Fig. 1: signal wires on met4
Drawn at 4 px/micron. Supply wires on this layer in grey.
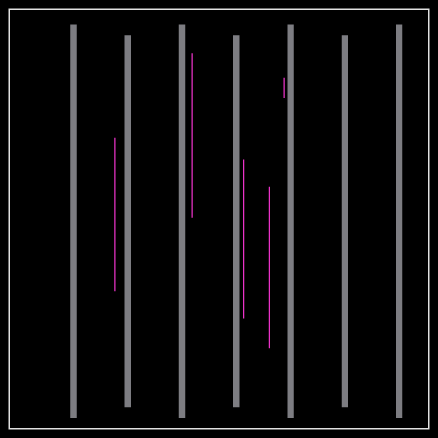
Fig. 2: nets reached from selected ports
Drawn at 3 px/micron.
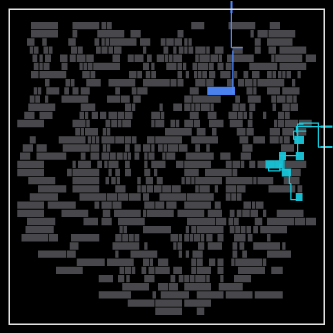
==> config.mk <==
export PLATFORM = sky130hd
export DESIGN_NAME = simon_ctrl
export DESIGN_NICKNAME = d
export VERILOG_FILES = /design/src/rtl/simon_ctrl.sv
export SDC_FILE = /design/constraint.sdc
export NUM_CORES = 1
export LEC_CHECK = 0
export CORE_MARGIN = 2
export CORE_UTILIZATION = 45
export DETAILED_ROUTE_END_ITERATION = 10
export GPL_TIMING_DRIVEN = 0
export SETUP_SLACK_MARGIN = 0.02
export SLEW_MARGIN = 20
export SYNTH_ARGS = -nofsm -noshare
export SYNTH_HDL_FRONTEND = slang
export SYNTH_SLANG_ARGS = --single-unit
export TNS_END_PERCENT = 5
==> constraint.sdc <==
create_clock -name clk -period 3.6 [get_ports clk]
set_input_delay 1.08 -clock clk [delete_from_list [all_inputs] [get_ports clk]]
set_output_delay 1.08 -clock clk [all_outputs]
set_load 0.05 [all_outputs]
==> run_results.csv <==
group,metric,value,unit
run_status,outcome,"completed",
sta,grt_setup_unrepaired,"true",
clock_tree,clk_path_buf_depth,2,
critical_path,critPathMaxFanout,10,
critical_path,cp_num_buf_inv,3,
sta,max_freq,0.292,GHz
floorplanning,initCoreUtil,46.5,%
placed_design,dpl-instance-area,4890,sq um
clock_tree,cts.sink_count,76,
yosys,synth-edff-count,0,
critical_path,cp_cell_sequence,"buf_8, mux4_1, mux2i_1, mux2i_1, xor2_1, or4_4, o211a_1, buf_6, clkinv_8, mux2i_1, mux2i_2, o2111ai_2, o211ai_1",
grt,grt_overflow_total,0,
sta,worst-slew-pin-transition,0.775,ns
yosys,synth.ff_latch_count,76,
route,drt_first_pass_iters,5,
yosys,syn-cell-area,4540,sq um
floorplanning,row_count,36,
yosys,post_synth_inst_count,479,
yosys,ys_types,71,
sta,period_needed,3.42,ns
grt,grt_pass1_vias,3638,
layout,final_util,53.0,%
yosys,synthArstFlopShare,100,%
route,ant_nets,0,
yosys,floorplan.nets,493,
placed_design,gp_congestion,0.935,
route,detail_route.wl_per_cell,19.0,microns
sta,period_used_share,95.1,%
critical_path,crit_family,"multiplexers",
layout,stdcell_area,5180,sq um
sta,hold_violations,0,
layout,nNetsFinal,520,
critical_path,worst_path_most_repeated_cell,"mux2i_1",
layout,fillers,901,
layout,largest_reg_flops,32,
clock_tree,cts_tree,"yes",
floorplanning,die_h,104,microns
sta,setup_viol,0,
critical_path,crit_cells,13,
pwr,total_leakage_power,0.00226,uW
layout,drive_above_1_share,12.9,%
yosys,post-synth-top-count-cell,"dfrtp_1",
grt,grt_pass1_wl,19900,microns
route,drc,0,
grt,antenna_found_initial,0,
critical_path,worst_path_largest_cell_delay,0.58,ns
floorplanning,core_area,9770,sq um
clock_tree,clkTransAtPathRegs,0.09,ns
yosys,top_area_cell,"dfrtp_1",
clock_tree,cts_root_buffer,"clkbuf_8",
sta,fin_skew,0.0168,ns
sta,drv_slew,0,
yosys,top_cells_by_area,"dfrtp_1, dfstp_2, mux2i_1, o21ai_0, nand2_1",
grt,grt_usage,23.3,%
clock_tree,post_cts_buffers,0,
flow_run,cap_viol_max_count,0,
route,avgViaCountPerCell,5.95,
yosys,postSynthSeqShare,42.1,%
pwr,vdd_drop_max,0.265,mV
yosys,avgSynthCellArea,9.49,sq um
grt,grt_max_degree,52,
pwr,pwr_density_cell,441,nW/um^2
clock_tree,numCtsBuffers,9,
placed_design,hpwl,8830,microns
yosys,yosysWarnings,0,
clock_tree,insertion_delay,0.36,ns
sta,slew_headroom,47.5,%
critical_path,reg2reg_slack,0.18,ns
layout,diodes,0,
critical_path,arrival,3.66,ns
critical_path,r2r_cells,13,
floorplanning,chip_area,10900,sq um
yosys,synth-area-yosys,4540,sq um
critical_path,worstPathRequired,3.84,ns
layout,area_growth,14.1,%
yosys,netlist_top_cells_count,"dfrtp_1, nand2_1, o21ai_0",
floorplanning,die_w,104,microns
yosys,yosysCellCount,479,
route,drt_iter0_markers,284,
clock_tree,htreeDepth,3,
worst_hold_path,hold_class,"flip-flop to flip-flop",
critical_path,cp-end-kind,"flip-flop",
critical_path,cp_slowest_cell,"mux4_1",
critical_path,cp-start-kind,"flip-flop",
flow_run,warnings,32,
yosys,flop_cell,"dfrtp_1",
critical_path,crit_type,"flip-flop to flip-flop",
## Picture notes: Fig. 1
wire length on this layer	163 microns
share of all routed wire	1.3%
longest straight run	40.8 microns
Detailed Route WL: 12200 microns
DR vias: 3834

## Picture notes: Fig. 2
colour	port	bits	direction	edge	end cells	buffers	wire
blue	`input_ready`	1	output	north	1	1	30.4 microns
cyan	`colour_val`	2	input	east	7	2	81.4 microns
IO buf count: 15
# IOs: 17

==> through the flow <==
step / hold WS (ns) / worst slack, ns / std cells / TNS (ns)
floorplan: 0.331 / 0.390 / 479 / 0
global placement: 0.337 / -0.674 / 627 / -46.38
detailed placement: 0.338 / -0.488 / 628 / -1.01
CTS: 0.357 / 0.0128 / 644 / 0
global route: 0.361 / -0.000735 / 644 / -0.000735
finish: 0.354 / 0.176 / 644 / 0
==> metal layers <==
layer	part of all wire, %	routed length, microns	global-route usage (%)	vias to the layer above
met5	0	0	0	-
met4	1.3	163	7.63	0
met3	5.9	717	3.45	13
met2	45	5490	34.7	133
met1	48	5870	34.7	1871
li1	-	-	-	1817
==> what timing repair did <==
item / CTS / global route
endpoints found under the setup margin: 2 / 2
hold buffers: 0 / 0
resized: 2 / 19
pin swaps: 0 / 1
==> layout by cell type, fill, tap and decap left out, types with 3 or more instances in the layout <==
cell type        synthesis  routed
nand3b_1                 4       4
o211ai_1                 5       5
clkinvlp_4               0       3
inv_2                    2       3
clkdlybuf4s50_1          0      13
nor3_1                  17      17
xnor2_1                  6       6
buf_2                    4       4
dfrtp_1                 68      67
nor2b_1                 10      10
nand2_1                 35      34
nor2_2                   2       3
a22o_1                   7       7
nand3_1                 10      10
o21ai_1                  4       5
a21o_1                   8       8
mux2i_1                 20      19
mux4_1                   4       4
clkbuf_1                17      16
and3_1                   3       3
dfstp_2                  8       8
a31o_2                   3       3
nand4_1                 12      12
clkbuf_8                 0      10
o21ai_0                 33      31
and4_1                   3       3
inv_1                   31      29
a22oi_1                  3       3
o22ai_1                 16      16
o31ai_1                  7       5
nor2_1                  27      26
and2_1                   3       3
o21a_1                   3       3
a21oi_1                 26      26
xor2_1                   6       6
nand2b_1                12      12
ha_1                     8       8
==> worst reg2reg max path, delay by kind of cell (launching register included) <==
| kind | cells | cell delay [ns] |
|---|---|---|
| simple gates | 1 | 0.57 |
| compound gates | 3 | 0.43 |
| flops | 1 | 0.40 |
| xor+xnor | 1 | 0.21 |
| mux | 5 | 1.27 |
| buf+inv | 3 | 0.43 |
==> logic make-up after synthesis <==
group / count (synthesis) / synth area share, %
compound gates: 143 / 21.0
xor+xnor: 12 / 2.31
fa+ha+maj: 9 / 2.42
buf+inv: 59 / 5.84
flops: 76 / 42.1
mux: 27 / 7.96
simple gates: 153 / 18.4
==> power by group <==
| group | internal [uW] | switching (uW) |
|---|---|---|
| clock | 344 | 340 |
| combinational | 243 | 374 |
| sequential | 918 | 67.9 |
| total | 1510 | 782 |
==> area by class of cell <==
cell class              count  area, sq um  share of cell area (%)
multi-input cells         344         2440                    47.1
flip-flops and latches     76         1910                    36.9
repair buffers             16          183                    3.52
well taps                 133          166                    3.21
inverters                  34          143                    2.75
clock buffers              10          138                    2.66
plain buffers              25          130                    2.51
clock inverters             6         70.1                    1.35
Power is estimated from default activity; no workload was simulated.
